$ cat src/rtl/encap_packet.sv
`default_nettype none
// ============================================================================
// Module   : encap_packet
// Purpose  : Splits one shadowed DFX word into 19 Aurora 64-bit frames (55b each).
// Revision : 1.0
// ============================================================================
module encap_packet #(
    parameter int DATA_WIDTH        = 1024,
    parameter int ADDR_WIDTH        = 10,
    parameter int DATA_DFX_WIDTH    = DATA_WIDTH + ADDR_WIDTH,
    parameter int AURORA_DATA_WIDTH = 64
) (
    input  logic                         clk,
    input  logic                         rst_n,
    input  logic [DATA_DFX_WIDTH-1:0]    data_dfx_in,
    input  logic                         valid_dfx_in,
    output logic                         ready_dfx_in,
    output logic [AURORA_DATA_WIDTH-1:0] tx_tdata,
    output logic                         tx_tvalid,
    input  logic                         tx_tready,
    output logic                         tx_tlast,
    output logic                         busy,
    output logic                         done_encap_pkt
);

    localparam int         c_payload_bits = 55;
    localparam int         c_num_frames   = (DATA_DFX_WIDTH + c_payload_bits - 1) / c_payload_bits;
    localparam logic [4:0] c_last_idx     = 5'(c_num_frames - 1);

    typedef enum logic [0:0] {
        S_IDLE = 1'b0,
        S_SEND = 1'b1
    } state_t;

    state_t                         r_state;
    logic [4:0]                     r_frame_cnt;
    logic [DATA_DFX_WIDTH-1:0]      r_shadow;
    logic [AURORA_DATA_WIDTH-1:0]   r_tdata;
    logic                           r_tvalid;
    logic                           r_ready;
    logic                           r_done;

    state_t                         w_state_nxt;
    logic [4:0]                     w_cnt_nxt;
    logic [DATA_DFX_WIDTH-1:0]      w_shadow_nxt;
    logic [AURORA_DATA_WIDTH-1:0]   w_tdata_nxt;
    logic                           w_tvalid_nxt;
    logic                           w_ready_nxt;
    logic                           w_done_nxt;

    logic [DATA_DFX_WIDTH-1:0]      w_src;
    logic [4:0]                     w_idx;
    logic [10:0]                    w_shamt;
    logic [c_payload_bits-1:0]      w_payload;
    logic [AURORA_DATA_WIDTH-1:0]   w_frame;

    // In IDLE the frame about to be loaded is frame 0 of the incoming word,
    // otherwise it is the successor of the frame currently on the bus.
    assign w_src     = (r_state == S_IDLE) ? data_dfx_in : r_shadow;
    assign w_idx     = (r_state == S_IDLE) ? 5'd0 : 5'(r_frame_cnt + 5'd1);
    assign w_shamt   = 11'(w_idx) * 11'(c_payload_bits);
    // The last frame's upper bits fall off the top of the word and read as zero.
    assign w_payload = c_payload_bits'(w_src >> w_shamt);
    assign w_frame   = {w_payload, w_idx, (w_idx == c_last_idx), (w_idx == 5'd0), 2'b00};

    always_comb begin
        w_state_nxt  = r_state;
        w_cnt_nxt    = r_frame_cnt;
        w_shadow_nxt = r_shadow;
        w_tdata_nxt  = r_tdata;
        w_tvalid_nxt = r_tvalid;
        w_ready_nxt  = r_ready;
        w_done_nxt   = 1'b0;
        case (r_state)
            S_IDLE: begin
                w_ready_nxt  = 1'b1;
                w_tvalid_nxt = 1'b0;
                w_tdata_nxt  = '0;
                if (valid_dfx_in && r_ready) begin
                    w_shadow_nxt = data_dfx_in;
                    w_cnt_nxt    = 5'd0;
                    w_tdata_nxt  = w_frame;
                    w_tvalid_nxt = 1'b1;
                    w_ready_nxt  = 1'b0;
                    w_state_nxt  = S_SEND;
                end
            end
            S_SEND: begin
                if (r_tvalid && tx_tready) begin
                    if (r_frame_cnt == c_last_idx) begin
                        w_tvalid_nxt = 1'b0;
                        w_tdata_nxt  = '0;
                        w_done_nxt   = 1'b1;
                        w_ready_nxt  = 1'b1;
                        w_state_nxt  = S_IDLE;
                    end else begin
                        w_cnt_nxt   = 5'(r_frame_cnt + 5'd1);
                        w_tdata_nxt = w_frame;
                    end
                end
            end
            default: w_state_nxt = S_IDLE;
        endcase
    end

    always_ff @(posedge clk or negedge rst_n) begin
        if (!rst_n) begin
            r_state     <= S_IDLE;
            r_frame_cnt <= 5'd0;
            r_shadow    <= '0;
            r_tdata     <= '0;
            r_tvalid    <= 1'b0;
            r_ready     <= 1'b0;
            r_done      <= 1'b0;
        end else begin
            r_state     <= w_state_nxt;
            r_frame_cnt <= w_cnt_nxt;
            r_shadow    <= w_shadow_nxt;
            r_tdata     <= w_tdata_nxt;
            r_tvalid    <= w_tvalid_nxt;
            r_ready     <= w_ready_nxt;
            r_done      <= w_done_nxt;
        end
    end

    assign ready_dfx_in   = r_ready;
    assign tx_tdata       = r_tdata;
    assign tx_tvalid      = r_tvalid;
    assign tx_tlast       = r_tvalid && (r_frame_cnt == c_last_idx);
    assign busy           = (r_state == S_SEND);
    assign done_encap_pkt = r_done;

endmodule
`default_nettype wire

$ cat config.mk
export PLATFORM = sky130hd
export DESIGN_NAME = encap_packet
export DESIGN_NICKNAME = d
export VERILOG_FILES = /design/src/rtl/encap_packet.sv
export SDC_FILE = /design/constraint.sdc
export NUM_CORES = 2
export LEC_CHECK = 0
export ABC_CLOCK_PERIOD_IN_PS = 3990
export CAP_MARGIN = 30
export CORE_AREA = 2 2 429 431
export DETAILED_ROUTE_END_ITERATION = 10
export DIE_AREA = 0 0 431 433
export PLACE_DENSITY = 0.52
export SLEW_MARGIN = 30
export SYNTH_ARGS = -nofsm -noshare
export SYNTH_HDL_FRONTEND = slang
export SYNTH_SLANG_ARGS = --single-unit
$ cat constraint.sdc
create_clock -name clk -period 3.99 [get_ports clk]
set_input_delay 0.798 -clock clk [delete_from_list [all_inputs] [get_ports clk]]
set_output_delay 0.798 -clock clk [all_outputs]
set_load 0.02 [all_outputs]
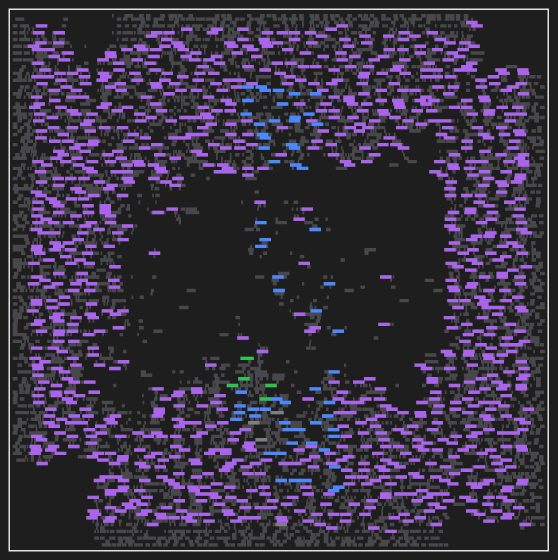
flops_by_reg.png
legend:
  `r_frame_cnt`:
    color: green
    sequential_cells: 5
  `r_shadow`:
    color: purple
    sequential_cells: 1034
    where: all over the die
  `tx_tdata`:
    color: blue
    sequential_cells: 62
    where: a vertical strip down the middle

==> CHANGELOG.md <==
### Implementation results

- Post-synth cell types: 49
- Register share after synthesis: 0.540
- Drt drc: 0
- Synthesized area: 51200 sq um
- Critical Path RT: 3190 ps
- CP startpoint kind: register
- CTS H-tree depth: 4
- Tcrit/Tclk final: 0.938
- Area share, top type: 0.540
- DP Worst Slack: 573 ps
- Area delta synth->final: 36.0%
- P_sw: 5670 uW
- XOR/XNOR Fraction of Synth Area: 0.000660
- Status: finished, final reports clean
- Synth async-reset ratio: 1.00
- Routed wire per std cell: 24.6 um
- P_leak: 0.0343 uW
- Crit path max fanout: 9
- Avg Vias per Cell: 4.87
- Post-synth regs: 1105
- Logic area: 21800 sq um
- Crit path launch: r_frame_cnt[0]
- Seq pwr share: 0.440
- Routability congestion estimate: 0.954
- GRT busiest layer: met2
- I/O pin total: 1107
- Slew HR: 0.297
- Adder share: 0.000489
- Yosys simple share: 0.254
- Int Power: 19800 uW
- Top area cell types: dfrtp_1 (54%), nand2_1 (24%), mux2i_1 (6.1%)
- CTS tree: built
- Largest net degree at the start of global routing: 216
- Yosys warning tally: 0
- Total power: 25500 uW
- Pwr dens: 366 nW/um^2
- Worst Max-Slew Pin Slew: 1050 ps
- Setup repair after global routing missed its margin: false
- Layout fillers: 18400
- Die Y-Extent: 433 um
- Sink Count: 1105
- Vias post-DR: 45200
- Worst skew pair latency: 780 ps
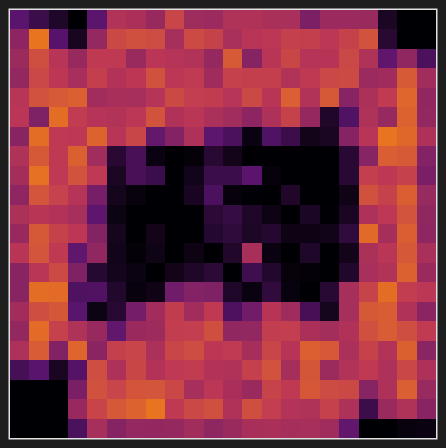
cell_density.png
The die is cut into 22 by 22 equal tiles; black is low, pale yellow is high, 0 to 100% covered.
emptiest ninth of the die: center
nearly empty tiles: 11%
mean over tiles: 36%
fullest tile: 68%

==> final timing paths <==
path,endpoint,slack (ps),depth (start not counted)
max,tx_tlast,250,5
min,r_shadow[298],470,2
max reg2reg,tx_tdata[49],520,8
min reg2reg,r_shadow[298],470,2
max in group asynchronous,r_shadow[935],2150,5
min in group asynchronous,r_shadow[399],570,2
==> cells by family after synthesis <==
| kind of cell | count (synthesis) |
|---|---|
| xor gates and xnor gates | 3 |
| other | 1 |
| and+or+nand+nor | 3409 |
| AOI/OAI and AO/OA | 435 |
| buffers and inverters | 408 |
| DFF | 1105 |
| adders and majority gates | 2 |
| muxes | 435 |
==> worst max-delay path, stage by stage (launching register included) <==
cell and delay [ps]:
dfrtp_4 570, inv_2 110, ha_4 120, nor4bb_4 400, and2_1 280, clkdlybuf4s50_1 680
==> timing repair <==
item | 4_1_cts | 5_1_grt
hold endpoints to repair | 0 | 22
hold buffers | 0 | 1
gates resized | 0 | 1
setup endpoints to repair | 0 | 1
setup buffers | 0 | 0
==> per-stage QoR <==
step / util / area [sq um] / std cells
after floorplan: - / 51200 / 5799
after global placement: 0.357 / 64900 / 9006
after detailed placement: 0.357 / 64900 / 9007
after CTS: 0.382 / 69500 / 9246
after global routing: 0.382 / 69600 / 9267
final: 0.383 / 69700 / 9272
==> cells in the mapped netlist (2+ instances only) <==
library cell,instances
nand2_1,3234
dfrtp_1,1105
mux2i_1,312
clkbuf_1,277
a21oi_1,146
nor2_1,102
mux4_2,73
buf_2,65
and3_1,52
a311oi_1,50
a211o_1,49
a222oi_1,49
a2bb2oi_1,49
mux2_2,49
buf_4,30
o211ai_1,30
o211ai_2,21
buf_1,17
buf_6,13
o2111ai_1,11
o21ai_0,10
a21o_1,8
nand3_1,7
a211oi_1,6
and2_1,3
buf_8,2
ha_1,2
inv_2,2
nand2b_1,2
nor2b_1,2
o21ai_1,2
==> state kept, by name, indices dropped and copies added (netlist names) <==
signal and cells:
done_encap_pkt 1, r_shadow 1034, busy 1, r_frame_cnt 5, tx_tvalid 1, tx_tdata 62, ready_dfx_in 1
==> power by group through the flow <==
stage / sequential, uW / clock [uW] / combinational, uW
6_report: 11200 / 12800 / 1490
5_1_grt: 11200 / 13500 / 1570
4_1_cts: 11200 / 13000 / 1500
3_5_place_dp: 11400 / 0 / 1490
3_3_place_gp: 11400 / 0 / 1500
2_1_floorplan: 11400 / 0 / 15.3
==> metal layers <==
metal	vias to the layer above	wire length, um	share of wire
met4	14	8350	0.037
met3	322	15300	0.067
met5	-	91	0.00040
met1	22300	99000	0.43
met2	1785	106000	0.46
li1	20700	-	-
==> layout make-up <==
type | count | area share
Antenna cell | 22 | 0.000790
Multi-Input combinational cell | 4286 | 0.313
Timing Repair Buffer | 1233 | 0.181
Tap cell | 2385 | 0.0428
Sequential cell | 1105 | 0.397
Clock inverter | 34 | 0.00724
Inverter | 2 | 0.000108
Clock buffer | 205 | 0.0581
Power and IR drop assume default switching activity.
